[src/rtl/reg_file_param_if.sv]
// Register file bus: read/write ports plus clear-engine handshake.
interface reg_file_param_if #(
   parameter int unsigned WIDTH = 8,
   parameter int unsigned DEPTH = 4
);
   localparam int unsigned ADDR_W = $clog2(DEPTH);

   logic              Wen;
   logic [ADDR_W-1:0] w_addr;
   logic [WIDTH-1:0]  dataIn;
   logic [ADDR_W-1:0] r_addr1;
   logic [ADDR_W-1:0] r_addr2;
   logic [WIDTH-1:0]  dataOut1;
   logic [WIDTH-1:0]  dataOut2;
   logic              clr_req;
   logic              busy;
   logic              clr_done;
   logic              wr_drop;

   modport master (
      output Wen, w_addr, dataIn, r_addr1, r_addr2, clr_req,
      input  dataOut1, dataOut2, busy, clr_done, wr_drop
   );

   modport slave (
      input  Wen, w_addr, dataIn, r_addr1, r_addr2, clr_req,
      output dataOut1, dataOut2, busy, clr_done, wr_drop
   );
endinterface

[src/rtl/reg_file_param.sv]
// Parametrised 2-read/1-write register file with a sequenced clear engine,
// out-of-range address protection and write-drop indication.
// Optional macro REGFILE_BYPASS_EN: forward an accepted same-cycle write
// to any read port addressing the same entry.
module reg_file_param #(
   parameter int unsigned WIDTH = 8,
   parameter int unsigned DEPTH = 4
) (
   input logic             clk,
   input logic             rst_n,
   reg_file_param_if.slave bus
);
   localparam int unsigned ADDR_W = $clog2(DEPTH);
   localparam int unsigned AW1    = ADDR_W + 1;
   localparam logic [AW1-1:0]    DEPTH_W = AW1'(DEPTH);
   localparam logic [ADDR_W-1:0] LAST    = ADDR_W'(DEPTH - 1);

   typedef enum logic {IDLE, CLEAR} state_t;

   state_t            state_q, state_d;
   logic [ADDR_W-1:0] idx_q, idx_d;
   logic [WIDTH-1:0]  mem_q [DEPTH];
   logic              busy_q, busy_d;
   logic              clr_done_q, clr_done_d;
   logic              wr_drop_q, wr_drop_d;
   logic              wr_en;
   logic              clr_en;
   logic              w_in_range;

   assign w_in_range = ({1'b0, bus.w_addr} < DEPTH_W);

   // State, sweep index and registered status outputs
   always_ff @(posedge clk) begin
      if (!rst_n) begin
         state_q    <= IDLE;
         idx_q      <= '0;
         busy_q     <= 1'b0;
         clr_done_q <= 1'b0;
         wr_drop_q  <= 1'b0;
      end else begin
         state_q    <= state_d;
         idx_q      <= idx_d;
         busy_q     <= busy_d;
         clr_done_q <= clr_done_d;
         wr_drop_q  <= wr_drop_d;
      end
   end

   // Next state, sweep control and write qualification
   always_comb begin
      state_d    = state_q;
      idx_d      = idx_q;
      wr_en      = 1'b0;
      clr_en     = 1'b0;
      clr_done_d = 1'b0;
      wr_drop_d  = 1'b0;
      case (state_q)
         IDLE: begin
            wr_en     = bus.Wen && w_in_range;
            wr_drop_d = bus.Wen && !w_in_range;
            if (bus.clr_req) begin
               state_d = CLEAR;
               idx_d   = '0;
            end
         end
         CLEAR: begin
            clr_en    = 1'b1;
            wr_drop_d = bus.Wen;
            if (idx_q == LAST) begin
               state_d    = IDLE;
               clr_done_d = 1'b1;
            end else begin
               idx_d = idx_q + ADDR_W'(1);
            end
         end
         default: state_d = IDLE;
      endcase
      busy_d = (state_d == CLEAR);
   end

   // Storage: reset wipe, sweep clear, or accepted write
   always_ff @(posedge clk) begin
      if (!rst_n) begin
         for (int i = 0; i < DEPTH; i++) mem_q[i] <= '0;
      end else if (clr_en) begin
         mem_q[idx_q] <= '0;
      end else if (wr_en) begin
         mem_q[bus.w_addr] <= bus.dataIn;
      end
   end

   // Combinational read ports; out-of-range addresses read zero
   always_comb begin
      bus.dataOut1 = '0;
      bus.dataOut2 = '0;
      if ({1'b0, bus.r_addr1} < DEPTH_W) bus.dataOut1 = mem_q[bus.r_addr1];
      if ({1'b0, bus.r_addr2} < DEPTH_W) bus.dataOut2 = mem_q[bus.r_addr2];
`ifdef REGFILE_BYPASS_EN
      if (wr_en && (bus.r_addr1 == bus.w_addr)) bus.dataOut1 = bus.dataIn;
      if (wr_en && (bus.r_addr2 == bus.w_addr)) bus.dataOut2 = bus.dataIn;
`endif
   end

   assign bus.busy     = busy_q;
   assign bus.clr_done = clr_done_q;
   assign bus.wr_drop  = wr_drop_q;
endmodule

[src/flat_wrapper.sv]
// flat-port wrapper written by rule: the top's interface ports become plain ports
module reg_file_param_flat 
#(
   parameter int unsigned WIDTH = 8,
   parameter int unsigned DEPTH = 4
)
  (clk, rst_n, bus_Wen, bus_w_addr, bus_dataIn, bus_r_addr1, bus_r_addr2, bus_clr_req, bus_dataOut1, bus_dataOut2, bus_busy, bus_clr_done, bus_wr_drop);
  reg_file_param_if #(.WIDTH(WIDTH), .DEPTH(DEPTH)) bus_i ();
  input logic clk;
  input logic rst_n;
  input wire logic [$bits(bus_i.Wen)-1:0] bus_Wen;
  input wire logic [$bits(bus_i.w_addr)-1:0] bus_w_addr;
  input wire logic [$bits(bus_i.dataIn)-1:0] bus_dataIn;
  input wire logic [$bits(bus_i.r_addr1)-1:0] bus_r_addr1;
  input wire logic [$bits(bus_i.r_addr2)-1:0] bus_r_addr2;
  input wire logic [$bits(bus_i.clr_req)-1:0] bus_clr_req;
  output wire logic [$bits(bus_i.dataOut1)-1:0] bus_dataOut1;
  output wire logic [$bits(bus_i.dataOut2)-1:0] bus_dataOut2;
  output wire logic [$bits(bus_i.busy)-1:0] bus_busy;
  output wire logic [$bits(bus_i.clr_done)-1:0] bus_clr_done;
  output wire logic [$bits(bus_i.wr_drop)-1:0] bus_wr_drop;
  assign bus_i.Wen = bus_Wen;
  assign bus_i.w_addr = bus_w_addr;
  assign bus_i.dataIn = bus_dataIn;
  assign bus_i.r_addr1 = bus_r_addr1;
  assign bus_i.r_addr2 = bus_r_addr2;
  assign bus_i.clr_req = bus_clr_req;
  assign bus_dataOut1 = bus_i.dataOut1;
  assign bus_dataOut2 = bus_i.dataOut2;
  assign bus_busy = bus_i.busy;
  assign bus_clr_done = bus_i.clr_done;
  assign bus_wr_drop = bus_i.wr_drop;
  reg_file_param #(.WIDTH(WIDTH), .DEPTH(DEPTH)) u_core (.clk(clk), .rst_n(rst_n), .bus(bus_i));
endmodule
[config.mk]
export PLATFORM = sky130hd
export DESIGN_NAME = reg_file_param_flat
export DESIGN_NICKNAME = d
export VERILOG_FILES = /design/src/rtl/reg_file_param_if.sv /design/src/rtl/reg_file_param.sv /design/src/flat_wrapper.sv
export SDC_FILE = /design/constraint.sdc
export NUM_CORES = 1
export LEC_CHECK = 0
export ABC_AREA = 0
export CORE_ASPECT_RATIO = 1.4
export CORE_UTILIZATION = 40
export CTS_CLUSTER_DIAMETER = 80
export CTS_CLUSTER_SIZE = 24
export DETAILED_ROUTE_END_ITERATION = 6
export DONT_BUFFER_PORTS = 1
export MAX_ROUTING_LAYER = met4
export PLACE_DENSITY = 0.54
export SLEW_MARGIN = 20
export SYNTH_ARGS = -nofsm -noshare
export SYNTH_HDL_FRONTEND = slang
export SYNTH_SLANG_ARGS = --single-unit
[constraint.sdc]
create_clock -name clk -period 2.1 [get_ports clk]
set_input_delay 0.42 -clock clk [delete_from_list [all_inputs] [get_ports clk]]
set_output_delay 0.42 -clock clk [all_outputs]
set_load 0.02 [all_outputs]
Fig. 1: selected gate families
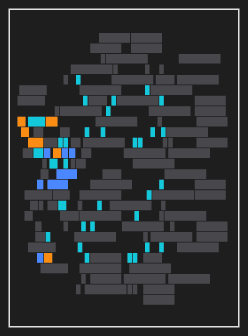
aoi and oai cells: shown in blue, cells 7, where left middle. nor cells: shown in cyan, cells 32. and/or cells: shown in orange, cells 6, where left middle.

Fig. 2: register map, names as in the netlist
The bar under the picture is 20 µm long.
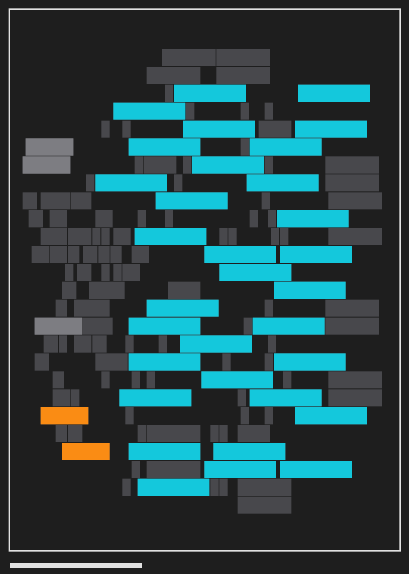
u_core.mem_q: shown in cyan, flops 32. u_core.idx_q: shown in orange, flops 2.
Another 3 sequential cells are not colored.

==> results.toml <==
# implementation run metrics
[drt]
avgViaCountPerCell = 5.61
dr.max_layer_used = "met4"

[synth]
common_cells = "edfxtp_1, nor2_1, mux4_2"
edf_count = 32
top_area_frac = 0.525
seq_area_frac_synth = 0.580

[timing]
finalSetupViolations = 0
worst_slew_pin_slew_ps = 517
tns_ps = 0

[layout]
layout.cells.most_common = "edfxtp_1"
clock_area_frac = 0.0402
nets = 157

[global_route]
grt_pass1_vias = 1091

[run_status]
status = "finished clean"

[place]
dpl.hpwl_um = 2650
port_buffers = 0
dp.cells = 191

[floorplan]
die-width_um = 59.2
coreArea_mm2 = 0.00431

[critical_path]
cp_slowest_cell = "dfxtp_1"
crit_end = "u_core.mem_q[2][6]"
crit_arrival_ps = 1660
worstPathRequired_ps = 2060
Fig. 3: routing congestion map
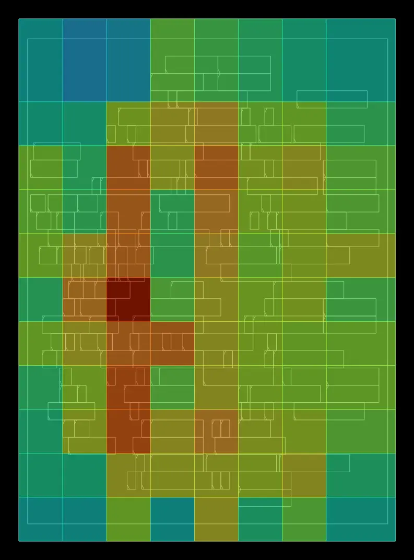
M1 GR Usage: 0.189
met3 usage in global routing: 0.0488
routing usage on met2: 0.285
GR peak layer: met2
Global Route Usage Sum: 0.175

Fig. 4: wires at chosen ports, followed through buffers
The bar under the picture is 20 µm long.
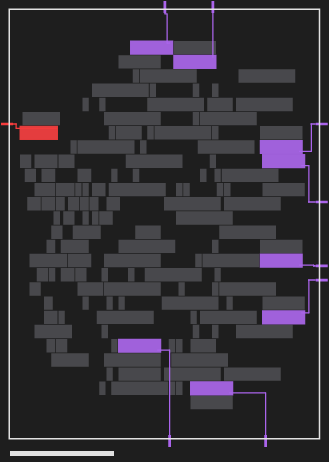
bus_dataOut2: shown in purple, bits 8, direction output, end cells 8, buffers 0, wire 79.6 µm. bus_wr_drop: shown in red, bits 1, direction output, end cells 1, buffers 0, wire 9.40 µm.

